Figure 1. The metal 1 layer.
Scale bar: 50 um.
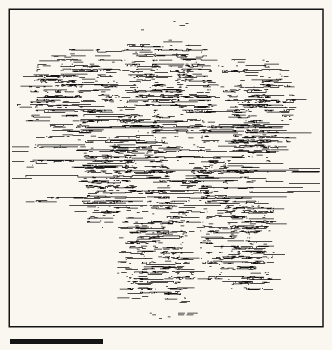
Figure 2. Metal 2.
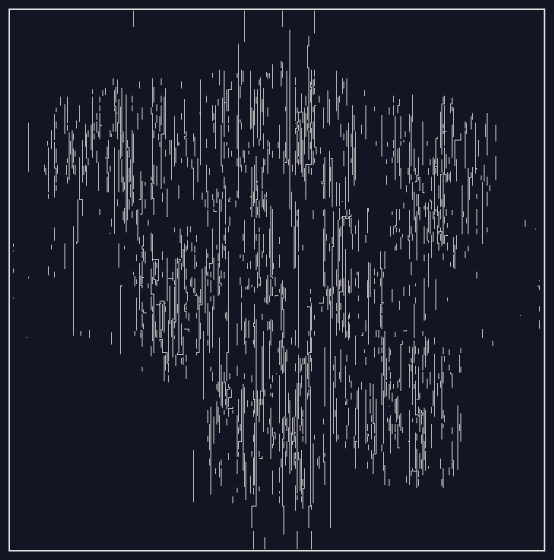
Figure 3. Metal 3.
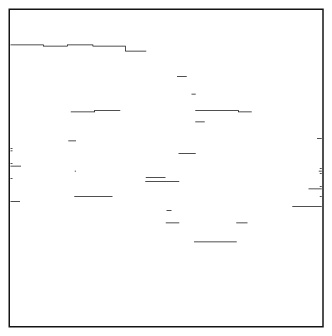
Figure 4. Routing congestion map.
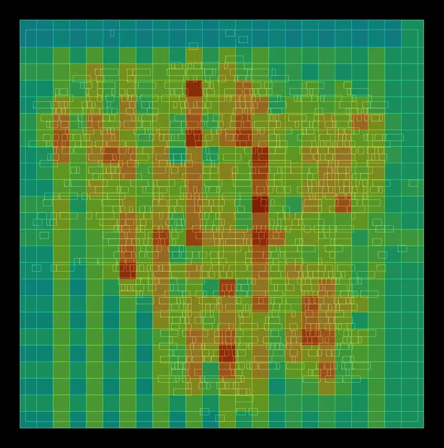
Figure 5. Wires at chosen ports, followed through buffers.
Scale bar: 50 um.
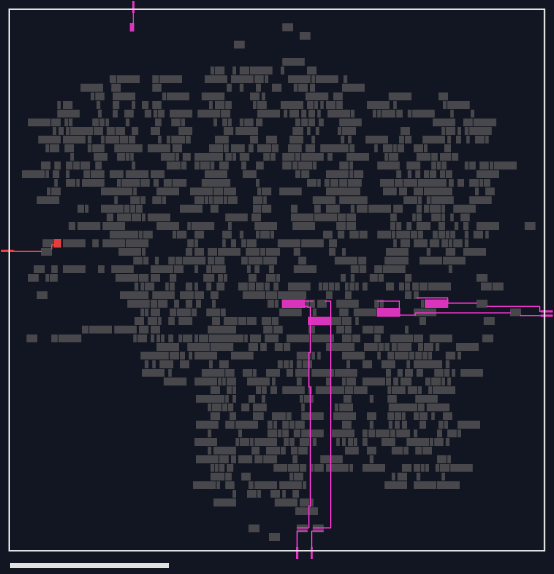
--- config.mk ---
export PLATFORM = sky130hd
export DESIGN_NAME = dice_input_conditioner
export DESIGN_NICKNAME = d
export VERILOG_FILES = /design/src/rtl/dice_pkg.sv /design/src/rtl/debounce_channel.sv /design/src/rtl/dice_input_conditioner.sv
export SDC_FILE = /design/constraint.sdc
export NUM_CORES = 1
export LEC_CHECK = 0
export CORE_AREA = 2 2 166 168
export DETAILED_ROUTE_END_ITERATION = 10
export DIE_AREA = 0 0 168 170
export HOLD_SLACK_MARGIN = 0.05
export PLACE_DENSITY = 0.55
export SLEW_MARGIN = 5
export SYNTH_ARGS = -nofsm -noshare
export SYNTH_HDL_FRONTEND = slang
export SYNTH_SLANG_ARGS = --single-unit
--- constraint.sdc ---
create_clock -name clk -period 4.7 [get_ports clk]
set_clock_uncertainty 0.1 [all_clocks]
set_input_delay 0.47 -clock clk [delete_from_list [all_inputs] [get_ports clk]]
set_output_delay 0.47 -clock clk [all_outputs]
set_load 0.03 [all_outputs]
--- src/rtl/dice_pkg.sv ---
// Shared constants for the dice roller front end: button indices, die sizes and
// the roll-request FSM state type.
package dice_pkg;

   localparam int unsigned NUM_BTN = 6;

   localparam int unsigned BTN_D4  = 0;
   localparam int unsigned BTN_D6  = 1;
   localparam int unsigned BTN_D8  = 2;
   localparam int unsigned BTN_D10 = 3;
   localparam int unsigned BTN_D12 = 4;
   localparam int unsigned BTN_D20 = 5;

   localparam logic [4:0] DIE_D4  = 5'd4;
   localparam logic [4:0] DIE_D6  = 5'd6;
   localparam logic [4:0] DIE_D8  = 5'd8;
   localparam logic [4:0] DIE_D10 = 5'd10;
   localparam logic [4:0] DIE_D12 = 5'd12;
   localparam logic [4:0] DIE_D20 = 5'd20;

   typedef enum logic [0:0] {
      StIdle,
      StPending
   } reqState_e;

   // Die size for a button index; unknown indices map to 0 (no die).
   function automatic logic [4:0] dieSides(input int idx);
      logic [4:0] sides;
      case (idx)
         0:       sides = DIE_D4;
         1:       sides = DIE_D6;
         2:       sides = DIE_D8;
         3:       sides = DIE_D10;
         4:       sides = DIE_D12;
         5:       sides = DIE_D20;
         default: sides = 5'd0;
      endcase
      return sides;
   endfunction

endpackage

--- src/rtl/debounce_channel.sv ---
// One button channel: 2-FF synchronizer, consecutive-disagreement counter and
// debounced level register with a one-cycle rising-edge pulse.
module debounce_channel #(
   parameter int unsigned DEBOUNCE_CYCLES      = 1_000_000,
   parameter int unsigned TEST_DEBOUNCE_CYCLES = 4
) (
   input  logic clk,
   input  logic reset,
   input  logic raw,
   input  logic useTest,
   input  logic clrCnt,
   output logic level,
   output logic rise
);

   localparam int unsigned MaxCycles = (DEBOUNCE_CYCLES > TEST_DEBOUNCE_CYCLES) ?
                                       DEBOUNCE_CYCLES : TEST_DEBOUNCE_CYCLES;
   localparam int unsigned CntW = $clog2(MaxCycles + 1);

   // The counter holds disagreements already seen, so the toggle fires on the
   // cycle that would bring it to the limit.
   localparam logic [CntW-1:0] NormLast = CntW'(DEBOUNCE_CYCLES - 1);
   localparam logic [CntW-1:0] TestLast = CntW'(TEST_DEBOUNCE_CYCLES - 1);

   logic            syncMetaQ, syncQ;
   logic [CntW-1:0] cntQ, cntD;
   logic            levelQ, levelD;
   logic            riseQ, riseD;
   logic [CntW-1:0] lastCnt;

   always_comb begin
      lastCnt = useTest ? TestLast : NormLast;
      cntD    = cntQ;
      levelD  = levelQ;
      riseD   = 1'b0;
      if (clrCnt || (syncQ == levelQ)) begin
         cntD = '0;
      end else if (cntQ >= lastCnt) begin
         levelD = ~levelQ;
         riseD  = ~levelQ;
         cntD   = '0;
      end else begin
         cntD = cntQ + CntW'(1);
      end
   end

   always_ff @(posedge clk) begin
      if (reset) begin
         syncMetaQ <= 1'b0;
         syncQ     <= 1'b0;
         cntQ      <= '0;
         levelQ    <= 1'b0;
         riseQ     <= 1'b0;
      end else begin
         syncMetaQ <= raw;
         syncQ     <= syncMetaQ;
         cntQ      <= cntD;
         levelQ    <= levelD;
         riseQ     <= riseD;
      end
   end

   assign level = levelQ;
   assign rise  = riseQ;

endmodule

--- src/rtl/dice_input_conditioner.sv ---
// Dice roller front end: debounces six die-select buttons and turns each clean
// press into one valid/ready roll request carrying the die size.
module dice_input_conditioner
   import dice_pkg::*;
#(
   parameter int unsigned DEBOUNCE_CYCLES      = 1_000_000,
   parameter int unsigned TEST_DEBOUNCE_CYCLES = 4
) (
   input  logic       clk,
   input  logic       reset,
   input  logic       btn_d4,
   input  logic       btn_d6,
   input  logic       btn_d8,
   input  logic       btn_d10,
   input  logic       btn_d12,
   input  logic       btn_d20,
   input  logic       switch_test,
   output logic [5:0] btn_level,
   output logic       roll_valid,
   output logic [4:0] roll_sides,
   input  logic       roll_ready,
   output logic       press_dropped
);

   logic               swMetaQ, swSyncQ, swPrevQ;
   logic               modeChange;
   logic [NUM_BTN-1:0] rawBtn;
   logic [NUM_BTN-1:0] level;
   logic [NUM_BTN-1:0] rise;
   logic [4:0]         winSides;
   logic               multiRise;

   reqState_e  stateQ, stateD;
   logic [4:0] sidesQ, sidesD;
   logic       droppedQ, droppedD;

   always_comb begin
      rawBtn          = '0;
      rawBtn[BTN_D4]  = btn_d4;
      rawBtn[BTN_D6]  = btn_d6;
      rawBtn[BTN_D8]  = btn_d8;
      rawBtn[BTN_D10] = btn_d10;
      rawBtn[BTN_D12] = btn_d12;
      rawBtn[BTN_D20] = btn_d20;
   end

   always_ff @(posedge clk) begin
      if (reset) begin
         swMetaQ <= 1'b0;
         swSyncQ <= 1'b0;
         swPrevQ <= 1'b0;
      end else begin
         swMetaQ <= switch_test;
         swSyncQ <= swMetaQ;
         swPrevQ <= swSyncQ;
      end
   end

   // Changing the window mid-count would mix two limits, so every count restarts.
   assign modeChange = swSyncQ ^ swPrevQ;

   for (genvar i = 0; i < NUM_BTN; i++) begin : gChan
      debounce_channel #(
         .DEBOUNCE_CYCLES      (DEBOUNCE_CYCLES),
         .TEST_DEBOUNCE_CYCLES (TEST_DEBOUNCE_CYCLES)
      ) uChan (
         .clk     (clk),
         .reset   (reset),
         .raw     (rawBtn[i]),
         .useTest (swSyncQ),
         .clrCnt  (modeChange),
         .level   (level[i]),
         .rise    (rise[i])
      );
   end

   // Higher index is the larger die and wins, so the last match overrides.
   always_comb begin
      winSides = '0;
      for (int i = 0; i < NUM_BTN; i++) begin
         if (rise[i]) winSides = dieSides(i);
      end
      multiRise = (rise & (rise - NUM_BTN'(1))) != '0;
   end

   always_comb begin
      stateD   = stateQ;
      sidesD   = sidesQ;
      droppedD = droppedQ;
      unique case (stateQ)
         StIdle: begin
            if (|rise) begin
               stateD = StPending;
               sidesD = winSides;
               if (multiRise) droppedD = 1'b1;
            end
         end
         StPending: begin
            if (|rise) droppedD = 1'b1;
            if (roll_ready) begin
               stateD = StIdle;
               sidesD = '0;
            end
         end
         default: begin
            stateD = StIdle;
            sidesD = '0;
         end
      endcase
   end

   always_ff @(posedge clk) begin
      if (reset) begin
         stateQ   <= StIdle;
         sidesQ   <= '0;
         droppedQ <= 1'b0;
      end else begin
         stateQ   <= stateD;
         sidesQ   <= sidesD;
         droppedQ <= droppedD;
      end
   end

   assign btn_level     = level;
   assign roll_valid    = (stateQ == StPending);
   assign roll_sides    = sidesQ;
   assign press_dropped = droppedQ;

endmodule
==> impl_metrics.json <==
{
  "drt_pass1_iterations": 4,
  "place.gp.congestion": 0.766,
  "post_drt_wl_per_cell_um": 12.4,
  "syn_to_final_growth_pct": 13.8,
  "detail-route-antenna-nets": 0,
  "placed_area_sq_mm": 0.00849,
  "placement_rows": 60,
  "numPlacedInstances": 1243,
  "worstSetupEndpointType": "flip-flop",
  "largest_register_ffs": 120,
  "synth-adder-area-share_pct": 10.4,
  "die_w_um": 168,
  "switching_power_as_a_share_of_total_power_pct": 22.2,
  "num-multi-input-gates": 703,
  "dp_hpwl_mm": 10.9,
  "yosys.area.top_type": "sky130_fd_sc_hd__dfxtp_1",
  "yosys_area_sq_mm": 0.00796,
  "final-clk-cell-share_pct": 6.22,
  "drv_slew": 0,
  "clock_power_share_pct": 49.2,
  "timing.critical_path.max_delay_family": "simple AND/OR/NAND/NOR gates",
  "numSequentialCells": 153,
  "outcome": "finished, final reports clean",
  "max_freq_mhz": 318,
  "design.final.nets": 997,
  "number_of_flip_flops_and_latches_in_the_synthesized_netlist": 153,
  "rr_worst_depth": 7,
  "comb_share_pct": 51.5,
  "nonClockBufferCount": 30,
  "top_cells_by_area": "sky130_fd_sc_hd__dfxtp_1 (39%), sky130_fd_sc_hd__ha_1 (10%), sky130_fd_sc_hd__nor2_1 (7.5%), sky130_fd_sc_hd__xor2_1 (7.3%), sky130_fd_sc_hd__xnor2_1 (5.4%)",
  "floorplan.die.height_um": 170,
  "globalRouteOverflowTotal": 0,
  "sequential_share_of_power_pct": 48.2,
  "final_period_minus_worst_setup_slack_ps": 3150,
  "openroad_warning_count": 26,
  "grt_use_total_pct": 11.9,
  "final_critical_path_setup_slack_ps": 1550,
  "worst_path_max_delay_cell": "sky130_fd_sc_hd__or4b_2",
  "dr_wl_met2_mm": 6.80,
  "netlist_instances": 903,
  "seq_total_area_yosys_pct": 38.5,
  "cts-buffers-inserted": 17,
  "worst_r2r_startpoint": "swSyncQ",
  "dr_iter_0_viols": 337,
  "cts_clock_pin_slew_for_the_worst_setup_and_hold_paths_ps": 60,
  "startpoint_type": "flip-flop",
  "top_register_by_number_of_flip_flops": "gChan.uChan.cntQ",
  "layout-drive-gt1-share_pct": 6.75,
  "grt_most_used_layer": "met2",
  "design_power_total_mw": 2.72,
  "critical_path.startpoint": "swSyncQ",
  "synthXorXnorAreaFrac_pct": 12.7,
  "n_fill_cell": 2707,
  "post_cts.repair.setup_buffers": 0,
  "post_layout_nonfiller_instances": 1275,
  "first_global_vias": 5752,
  "r2r-end": "gChan[3].uChan.cntQ[4]",
  "worst-setup-path-type": "reg2reg",
  "area_fraction_in_mux_cells_pct": 0.377,
  "whs_endpoint": "gChan[1].uChan.syncQ",
  "syn-mean-instance-area_sq_um": 8.81,
  "common_cells": "sky130_fd_sc_hd__nor2_1 (160), sky130_fd_sc_hd__dfxtp_1 (153), sky130_fd_sc_hd__ha_1 (66), sky130_fd_sc_hd__xor2_1 (66), sky130_fd_sc_hd__nand2_1 (51)",
  "power.density_cell_area_mw_per_mm2": 300
}
-- Figure 1 (at the start) --
share of all routed wire: 54%
main direction: horizontal
longest straight run: 41.9 um
wire length on this layer: 8,620 um
nets with wire on the layer: 956

-- Figure 2 (at the start) --
nets with wire on the layer: 736
longest straight run: 71.4 um

-- Figure 3 (at the start) --
wire length on this layer: 289 um
share of all routed wire: 1.8%
nets with wire on the layer: 19
routed vias: 5,977
wirelength, routed: 15.8 mm
GR Util met3: 2.63%

-- Figure 4 (at the start) --
core occupancy in the finished layout: 34.0%
met1 usage: 16.2%
global-route met2 utilization: 18.6%

-- Figure 5 (at the start) --
[magenta] roll_sides | bits: 5 | direction: output | edge: 2 south, 2 east, 1 north | end cells: 5 | buffers: 4 | wire: 273 um
[red] btn_d10 | bits: 1 | direction: input | edge: west | end cells: 1 | buffers: 1 | wire: 11.9 um

